### Metal layers overlaid

Only two layers are drawn.
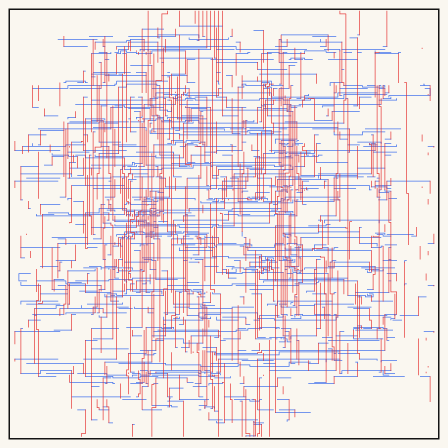
### Floorplan with the power grid

Scale bar: 20 µm. Pins as bars on the die edge. Tap cells in grey.
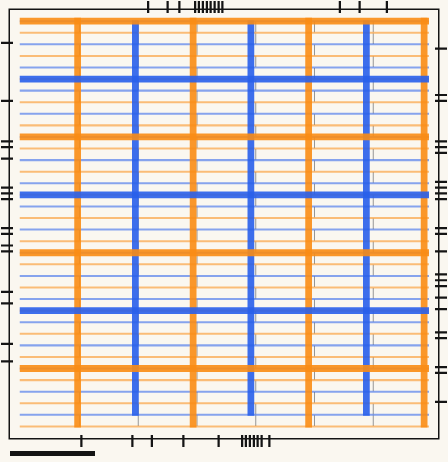
**config.mk**
```make
export PLATFORM = sky130hd
export DESIGN_NAME = gpio_port_ctrl
export DESIGN_NICKNAME = d
export VERILOG_FILES = /design/src/rtl/gpio_port_ctrl.sv
export SDC_FILE = /design/constraint.sdc
export NUM_CORES = 1
export LEC_CHECK = 0
export CAP_MARGIN = 20
export CORE_MARGIN = 2
export CORE_UTILIZATION = 50
export CTS_CLUSTER_SIZE = 14
export DETAILED_ROUTE_END_ITERATION = 16
export DONT_BUFFER_PORTS = 1
export HOLD_SLACK_MARGIN = 0.06
export SLEW_MARGIN = 25
export SYNTH_ARGS = -nofsm -noshare
export SYNTH_HDL_FRONTEND = slang
export SYNTH_SLANG_ARGS = --single-unit
```
**constraint.sdc**
```tcl
create_clock -name clk -period 2 [get_ports clk]
set_input_delay 0.6 -clock clk [delete_from_list [all_inputs] [get_ports clk]]
set_output_delay 0.6 -clock clk [all_outputs]
set_load 0.02 [all_outputs]
```
**src/rtl/gpio_port_ctrl.sv**
```systemverilog
// Register-mapped controller for a bank of bidirectional GPIO pads: pad drive
// configuration, synchronised inputs, edge interrupts and a strobe register port.
module gpio_port_ctrl #(
    parameter int WIDTH = 8
) (
    input  logic             clk,
    input  logic             rst_n,
    input  logic             wr_en,
    input  logic             rd_en,
    input  logic [2:0]       addr,
    input  logic [WIDTH-1:0] wdata,
    output logic [WIDTH-1:0] rdata,
    output logic             rd_valid,
    output logic [WIDTH-1:0] pad_a,
    output logic [WIDTH-1:0] pad_oe,
    output logic [WIDTH-1:0] pad_pu,
    output logic [WIDTH-1:0] pad_pd,
    input  logic [WIDTH-1:0] pad_y,
    output logic             irq
);

    localparam logic [2:0] A_DIR  = 3'd0;
    localparam logic [2:0] A_OUT  = 3'd1;
    localparam logic [2:0] A_PU   = 3'd2;
    localparam logic [2:0] A_PD   = 3'd3;
    localparam logic [2:0] A_IN   = 3'd4;
    localparam logic [2:0] A_RISE = 3'd5;
    localparam logic [2:0] A_FALL = 3'd6;
    localparam logic [2:0] A_STAT = 3'd7;

    logic [WIDTH-1:0] dir_q, out_q, pu_q, pd_q, rise_en_q, fall_en_q, stat_q;
    logic [WIDTH-1:0] dir_d, out_d, pu_d, pd_d, rise_en_d, fall_en_d, stat_d;
    logic [WIDTH-1:0] sync1_q, sync2_q, prev_q;
    logic [WIDTH-1:0] rdata_q, rdata_d, rd_mux;
    logic             rd_valid_q, irq_q;
    logic [WIDTH-1:0] pad_a_q, pad_oe_q, pad_pu_q, pad_pd_q;
    logic [WIDTH-1:0] clr, rise, fall;

    // Strobe port: wr_en/rd_en are single-cycle requests that are always
    // accepted (no ready); each rd_en yields exactly one rd_valid pulse on the
    // following cycle, and rdata holds its last value between pulses.
    always_comb begin
        dir_d     = dir_q;
        out_d     = out_q;
        pu_d      = pu_q;
        pd_d      = pd_q;
        rise_en_d = rise_en_q;
        fall_en_d = fall_en_q;
        clr       = '0;
        if (wr_en) begin
            case (addr)
                A_DIR:   dir_d     = wdata;
                A_OUT:   out_d     = wdata;
                A_PU:    pu_d      = wdata;
                A_PD:    pd_d      = wdata;
                A_RISE:  rise_en_d = wdata;
                A_FALL:  fall_en_d = wdata;
                A_STAT:  clr       = wdata;
                default: ;
            endcase
        end
        rise   = sync2_q & ~prev_q & rise_en_q;
        fall   = ~sync2_q & prev_q & fall_en_q;
        // New events are OR-ed in after the clear so a coinciding set wins.
        stat_d = (stat_q & ~clr) | rise | fall;
    end

    always_comb begin
        rd_mux = '0;
        case (addr)
            A_DIR:   rd_mux = dir_q;
            A_OUT:   rd_mux = out_q;
            A_PU:    rd_mux = pu_q;
            A_PD:    rd_mux = pd_q;
            A_IN:    rd_mux = sync2_q;
            A_RISE:  rd_mux = rise_en_q;
            A_FALL:  rd_mux = fall_en_q;
            A_STAT:  rd_mux = stat_q;
            default: rd_mux = '0;
        endcase
        rdata_d = rd_en ? rd_mux : rdata_q;
    end

    always_ff @(posedge clk or negedge rst_n) begin
        if (!rst_n) begin
            dir_q      <= '0;
            out_q      <= '0;
            pu_q       <= '0;
            pd_q       <= '0;
            rise_en_q  <= '0;
            fall_en_q  <= '0;
            stat_q     <= '0;
            sync1_q    <= '0;
            sync2_q    <= '0;
            prev_q     <= '0;
            rdata_q    <= '0;
            rd_valid_q <= 1'b0;
            irq_q      <= 1'b0;
            pad_a_q    <= '0;
            pad_oe_q   <= '0;
            pad_pu_q   <= '0;
            pad_pd_q   <= '0;
        end else begin
            dir_q      <= dir_d;
            out_q      <= out_d;
            pu_q       <= pu_d;
            pd_q       <= pd_d;
            rise_en_q  <= rise_en_d;
            fall_en_q  <= fall_en_d;
            stat_q     <= stat_d;
            sync1_q    <= pad_y;
            sync2_q    <= sync1_q;
            prev_q     <= sync2_q;
            rdata_q    <= rdata_d;
            rd_valid_q <= rd_en;
            irq_q      <= |stat_d;
            // Pull-down beats pull-up; pulls are off on driven pins.
            pad_oe_q   <= dir_q;
            pad_a_q    <= out_q & dir_q;
            pad_pd_q   <= pd_q & ~dir_q;
            pad_pu_q   <= pu_q & ~pd_q & ~dir_q;
        end
    end

    assign rdata    = rdata_q;
    assign rd_valid = rd_valid_q;
    assign irq      = irq_q;
    assign pad_a    = pad_a_q;
    assign pad_oe   = pad_oe_q;
    assign pad_pu   = pad_pu_q;
    assign pad_pd   = pad_pd_q;

endmodule

```
==> impl_metrics.json <==
{
  "r2r_cells": 5,
  "grt.met2_usage": 0.311,
  "synth_warnings": 0,
  "comb_power_share": 0.083,
  "ant_nets": 0,
  "drv_cap": 0,
  "setup_viol": 0,
  "power.density_mw_per_mm2": 1250,
  "wl_met1_mm": 4.42,
  "violations": "negative hold slack",
  "area_growth_pct": 17.1,
  "drt_iter0_markers": 124,
  "yosysUniqueCellTypes": 35,
  "cts.repair.resized": 0,
  "power_leakage_nw": 2.40,
  "final_core_util": 0.596,
  "r2r_end": "irq",
  "dieHeight_um": 101,
  "drive_above_1_share": 0.280,
  "post-cts-setup-buffers": 0,
  "overflow": 0,
  "yosys.area.top_type": "dfrtp_1",
  "first_global_vias": 2898,
  "grt_usage": 0.211,
  "powerClk_mw": 2.87,
  "comb_share": 0.277,
  "fin_skew_ns": 0.00857,
  "cts.sinks": 122,
  "post_drt_wl_per_cell_um": 19.8,
  "cp_max_fo": 4,
  "r2r-start": "sync2_q[1]",
  "top_layer": "met4",
  "n_all_inverters": 11,
  "fa_ha_area_frac": 0,
  "core_mm2": 0.00915,
  "total_power_mw": 6.83,
  "p_switching_mw": 1.78,
  "chipArea_mm2": 0.0101,
  "synthMuxAreaShare": 0.151,
  "flop_area_mm2": 0.00305,
  "final-max-slew-violation-count": 0,
  "ys.flops": 122,
  "clockBufferDepth": 2,
  "slowest_delay_ns": 0.52,
  "final-hold-violation-count": 122,
  "fin_area_mm2": 0.00546,
  "crit_end": "irq",
  "hold_ws_ns": -0.219,
  "rows": 35,
  "worstSkewPairLatency_ns": 0.51,
  "top_area_frac": 0.655,
  "irDropWorstVdd_uv": 594,
  "outcome": "complete, but fails checks",
  "fillCellCount": 695
}
About 'Metal layers overlaid':
Key: blue = M1 [wire length 4420 µm]; red = M2 [wire length 4590 µm]

About 'Floorplan with the power grid':
Key: orange = VSS; blue = VDD
65 signal pins sit on the boundary. The core has 35 rows. 7 straps on met5.

